[src/rtl/fetch_unit.sv]
// Instruction fetch stage: PC, req/ack fetch from instruction memory, instruction register.
// Optional retired-instruction counter enabled by defining INSTR_COUNT_EN.
module fetch_unit #(
    parameter int                ADDR_W   = 16,
    parameter int                INSTR_W  = 32,
    parameter int                OFF_W    = 16,
    parameter logic [ADDR_W-1:0] RESET_PC = '0
) (
    input  logic               CLK,
    input  logic               RST_N,
    output logic               imem_req,
    output logic [ADDR_W-1:0]  imem_addr,
    input  logic [INSTR_W-1:0] imem_rdata,
    input  logic               imem_ack,
    input  logic               pcSrc,
    input  logic               C_offset,
    input  logic               exec_done,
    output logic [INSTR_W-1:0] instr,
    output logic [4:0]         opcode,
    output logic               instr_valid,
    output logic [ADDR_W-1:0]  pc,
    output logic [31:0]        instr_count
);

    typedef enum logic [0:0] {
        ST_FETCH = 1'b0,
        ST_EXEC  = 1'b1
    } state_t;

    localparam logic [ADDR_W-1:0] PC_ONE = ADDR_W'(1'b1);

    state_t              state_r;
    logic [ADDR_W-1:0]   pc_r;
    logic [INSTR_W-1:0]  instr_r;
    logic                req_r;
    logic                valid_r;
    logic [ADDR_W-1:0]   next_pc_s;
    logic signed [OFF_W-1:0] offset_s;
    logic                retire_s;

    // Sign-extend the branch offset field to PC width.
    function automatic logic [ADDR_W-1:0] sext_offset(input logic signed [OFF_W-1:0] off);
        return ADDR_W'(off);
    endfunction

    assign offset_s = instr_r[OFF_W-1:0];
    assign retire_s = (state_r == ST_EXEC) && exec_done;

    // Next-PC selection; arithmetic wraps naturally at the PC width.
    always_comb begin
        next_pc_s = pc_r + PC_ONE;
        case ({pcSrc, C_offset})
            2'b00, 2'b01: next_pc_s = pc_r + PC_ONE;
            2'b10:        next_pc_s = instr_r[ADDR_W-1:0];
            2'b11:        next_pc_s = pc_r + sext_offset(offset_s);
            default:      next_pc_s = pc_r + PC_ONE;
        endcase
    end

    // Fetch/execute sequencer; req is raised one edge after reset release, then held until ack.
    always_ff @(posedge CLK or negedge RST_N) begin
        if (!RST_N) begin
            state_r <= ST_FETCH;
            pc_r    <= RESET_PC;
            instr_r <= {INSTR_W{1'b1}};
            req_r   <= 1'b0;
            valid_r <= 1'b0;
        end else begin
            case (state_r)
                ST_FETCH: begin
                    if (!req_r) begin
                        req_r <= 1'b1;
                    end else if (imem_ack) begin
                        instr_r <= imem_rdata;
                        valid_r <= 1'b1;
                        req_r   <= 1'b0;
                        state_r <= ST_EXEC;
                    end
                end
                ST_EXEC: begin
                    if (exec_done) begin
                        pc_r    <= next_pc_s;
                        valid_r <= 1'b0;
                        req_r   <= 1'b1;
                        state_r <= ST_FETCH;
                    end
                end
                default: begin
                    state_r <= ST_FETCH;
                    req_r   <= 1'b0;
                    valid_r <= 1'b0;
                end
            endcase
        end
    end

`ifdef INSTR_COUNT_EN
    logic [31:0] count_r;

    // Retired-instruction counter, wraps at 2^32.
    always_ff @(posedge CLK or negedge RST_N) begin
        if (!RST_N) begin
            count_r <= 32'd0;
        end else if (retire_s) begin
            count_r <= count_r + 32'd1;
        end
    end

    assign instr_count = count_r;
`else
    logic unused_retire_s;
    assign unused_retire_s = retire_s;
    assign instr_count     = 32'd0;
`endif

    assign imem_req    = req_r;
    assign imem_addr   = pc_r;
    assign pc          = pc_r;
    assign instr       = instr_r;
    assign opcode      = instr_r[INSTR_W-1 -: 5];
    assign instr_valid = valid_r;

endmodule

[config.mk]
export PLATFORM = sky130hd
export DESIGN_NAME = fetch_unit
export DESIGN_NICKNAME = d
export VERILOG_FILES = /design/src/rtl/fetch_unit.sv
export SDC_FILE = /design/constraint.sdc
export NUM_CORES = 1
export LEC_CHECK = 0
export ABC_AREA = 0
export CORE_MARGIN = 1.5
export CORE_UTILIZATION = 45
export CTS_CLUSTER_DIAMETER = 40
export CTS_CLUSTER_SIZE = 16
export DETAILED_ROUTE_END_ITERATION = 8
export PLACE_DENSITY = 0.9
export SLEW_MARGIN = 20
export SYNTH_ARGS = -nofsm -noshare
export SYNTH_HDL_FRONTEND = slang
export SYNTH_SLANG_ARGS = --single-unit
[constraint.sdc]
create_clock -name CLK -period 5.82 [get_ports CLK]
set_input_delay 0.582 -clock CLK [delete_from_list [all_inputs] [get_ports CLK]]
set_output_delay 0.582 -clock CLK [all_outputs]
set_load 0.1 [all_outputs]
Figure 1. Ports around the boundary.
Pins as bars across the die edge, other pins in gray.
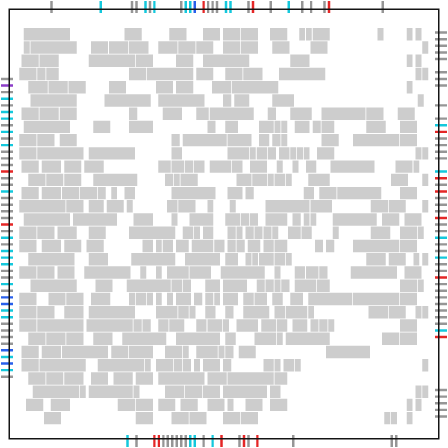
[opcode] blue | pins: 5 | direction: output | edge: 4 west, 1 north
[instr] cyan | pins: 32 | direction: output | edge: 15 west, 8 north, 5 east, 4 south
[imem_addr] red | pins: 16 | direction: output | edge: 6 east, 5 south, 3 north, 2 west
[RST_N] purple | pins: 1 | direction: input | edge: west
die width: 87.9 um
number of I/O port buffers: 108
Die H: 87.9 um

Figure 2. Routing congestion.
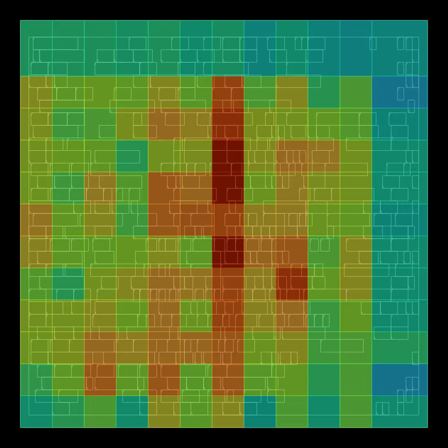
met2 usage in global routing: 32.7%
GR Util All Layers: 19.6%

Figure 3. Where the registers sit.
Other sequential cells in the stronger gray, the rest of the logic in the fainter gray.
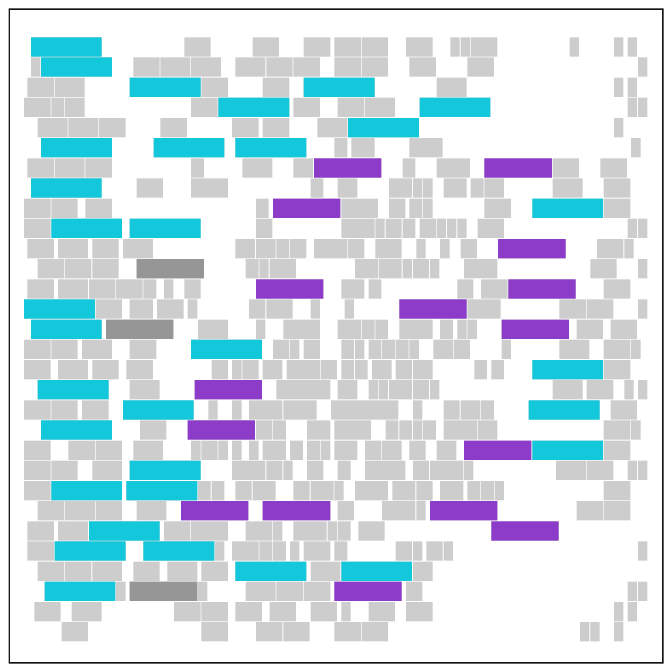
[imem_addr] purple | placed flops: 16
[instr] cyan | placed flops: 32 | where: all over the die
not colored: 3
fraction of area in registers: 31.0%
final standard cell utilization of the core: 61.8%

==> Changelog: implementation <==
### Implementation results

- Outcome: completed
- Post-place setup slack: approximately 2.2 ns
- Inverter count: 6
- Number of sinks driven by the clock tree: 51
- Slowest cell on crit path: sky130_fd_sc_hd__clkdlybuf4s50_1
- FF+latch area: 0.00132 sq mm
- Total of warnings raised by yosys: 0
- Via count normalized by instance count: 5.06
- CTS HTree Levels: 2
- Post-CTS Hold Buffers: 0
- Fraction of layout instances using a drive strength above 1: 19.8%
- Final setup slack of the worst path: about 2.5 ns
- Setup TNS after final layout: 0 ns
- Library cell with the highest instance count after synthesis: sky130_fd_sc_hd__buf_4
- Root buf cell: sky130_fd_sc_hd__clkbuf_8
- Transition at the pin with the smallest max-transition slack: 0.987 ns
- Max incr delay on CP: about 0.9 ns
- Violation count after the first detailed-routing iteration: about 91
- Dpl cell area: between 0.004 and 0.005 sq mm
- Post-Syn Instances: 324
- Critical path class: input port to flop
- Total die area: between 0.007 and 0.008 sq mm
- Fraction of registers with async set or reset after synthesis: 100%
- Data-path buffer share of cell area in the final layout: between 20% and 30%
- Sequence of cells on the critical path: clkdlybuf4s50_1, nand3b_1, ha_1, fa_1, a21oi_1, a2bb2oi_1, a21oi_1, a21o_1, a21oi_1, xor2_1, a21oi_1
- Global-route wire length before repair: ~12000 um
- Clock tree from TritonCTS: built
- RSZ-0062 raised after global routing: false
- Critical path buffers and inverters: 1
- Launching element type of the critical path: input port
- Dpl hpwl: roughly 5300 um
- Buffer count from post-CTS setup fixing: 0
- Yosys simple share: about an eighth
- Post-route clock period utilization: between 50% and 60%
- Top-Level Pins: about 140
- CP endpoint kind: flop
- GRT Residual Overflow: 0
- Number of flops mapped to enable cells by yosys: 0
- Non-filler instance count after layout: roughly 500
- Worst slew margin relative to its limit: approximately 34%
- Number of buffers created by CTS: 5
- Yosys aoi share: a little under an eighth
- Cell row count: 30
- Clock slew at the register clock pins of the worst setup and hold paths: roughly 0.10 ns
- Residual DRC: 0
- Fill cell total of the finished layout: 591
- Final routed wire length divided by cell count: ~14 um
- Post-placement cell count: 497
- Max Fclk: just over 300 MHz
- Netlist Area Pre-Place: ~0.0032 sq mm
- Final Instance Area: about 0.0042 sq mm
- Post-detailed-routing wire length: roughly 7300 um
- Cell seen most often among critical-path stages: sky130_fd_sc_hd__a21oi_1
- Stage-log warning count: 26
- Max Cap Viol: 0
- Multiplexer share of the synthesized area: roughly an eighth
- Final hold viol count: 0
- Dominant logic cell types in the final layout: 107 x sky130_fd_sc_hd__clkdlybuf4s50_1, 32 x sky130_fd_sc_hd__mux2_2, 32 x sky130_fd_sc_hd__conb_1, 32 x sky130_fd_sc_hd__dfstp_2, 25 x sky130_fd_sc_hd__nand2_1
- Well Taps: roughly 96
- Dominant cells by area after synthesis: sky130_fd_sc_hd__dfstp_2 26%, sky130_fd_sc_hd__dfrtp_1 15%, sky130_fd_sc_hd__buf_4 12%
- Min-Delay Path Class: input port to async pin
- Number of flip-flops and latches: slightly above 50
- Logic area: around 0.0016 sq mm
- Crit-path leading delay family: AND-OR/OR-AND gates
- Prevailing post-synth register cell: sky130_fd_sc_hd__dfstp_2
- Leading post-synthesis cells by instance count: 53 x sky130_fd_sc_hd__buf_4, 32 x sky130_fd_sc_hd__dfstp_2, 32 x sky130_fd_sc_hd__mux2_2, 25 x sky130_fd_sc_hd__nand2_1
- FP Util: ~47%
- Buffer levels on the longest clock path: 2
- CP Data Arrival Time: roughly 3.5 ns
- Synth Seq Share: about two fifths
- Layout multi-input combinational cell count: about 230
- Number of distinct standard cells referenced by the synthesized netlist: about 42
- Required time of the worst setup path: about 6 ns
- Signed area change from the synthesized netlist to the final layout: 30.8%
- Core ar.: slightly below 0.007 sq mm
- Yosys reg bits: 51
- Comb area share: between 30% and 40%
- Largest net degree at the start of global routing: 52
- Xor/xnor cell area share of the yosys netlist: around 2.7%
- Layout clock buffer count: 6
- Global placement routability congestion: between 0.9 and 1
- Number of global-route vias before repair: 2463
- Time the worst path needs with I/O delays and setup: ~3.3 ns
Figure 4. Routed metal, one color a layer.
Scale bar: 20 um.
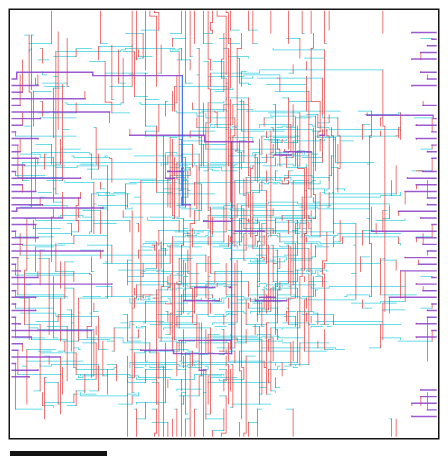
[metal 1] cyan | wire length: 3110 um
[metal 2] red | wire length: 3520 um
[metal 4] blue | wire length: 70.0 um
[metal 3] purple | wire length: 578 um

Figure 5. Clock wires, drivers and flops.
Scale bar: 20 um.
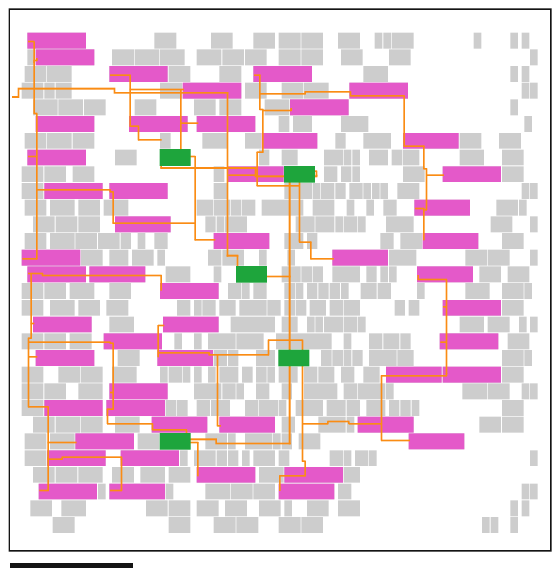
[clock wires] orange | length: 700 um
[clock drivers] green | count: 5
[flip-flops] magenta | count: 51
flops lie: all over the die
routed clock nets: 6
Fin Clk Skew: 0.00620 ns
Skew-Pair Late Insertion Delay: 0.32 ns

[final timing paths]
path | startpoint | endpoint | slack, ns | depth (start not counted)
worst max-delay path | pcSrc | imem_addr[10] | 2.51 | 11
worst min-delay path | RST_N | imem_addr[8] | 0.37 | 2
min in group CLK | instr_valid | instr_valid | 0.50 | 2
worst min register to register | instr_valid | instr_valid | 0.50 | 2
worst max register to register | instr[0] | imem_addr[10] | 3.26 | 10
max in group asynchronous | RST_N | imem_req | 5.02 | 2
[metal layers]
metal,track usage [%],share of wire [%],vias up
met5,0,0,-
met4,4.76,0.96,0
met3,5.37,7.9,6
met2,32.7,48,122
met1,25.3,43,1219
li1,-,-,1209
[sequential cells by signal, summed over array words and instances, names as in the netlist]
name         cells
instr_valid      1
instr           32
state_r          1
imem_addr       16
imem_req         1
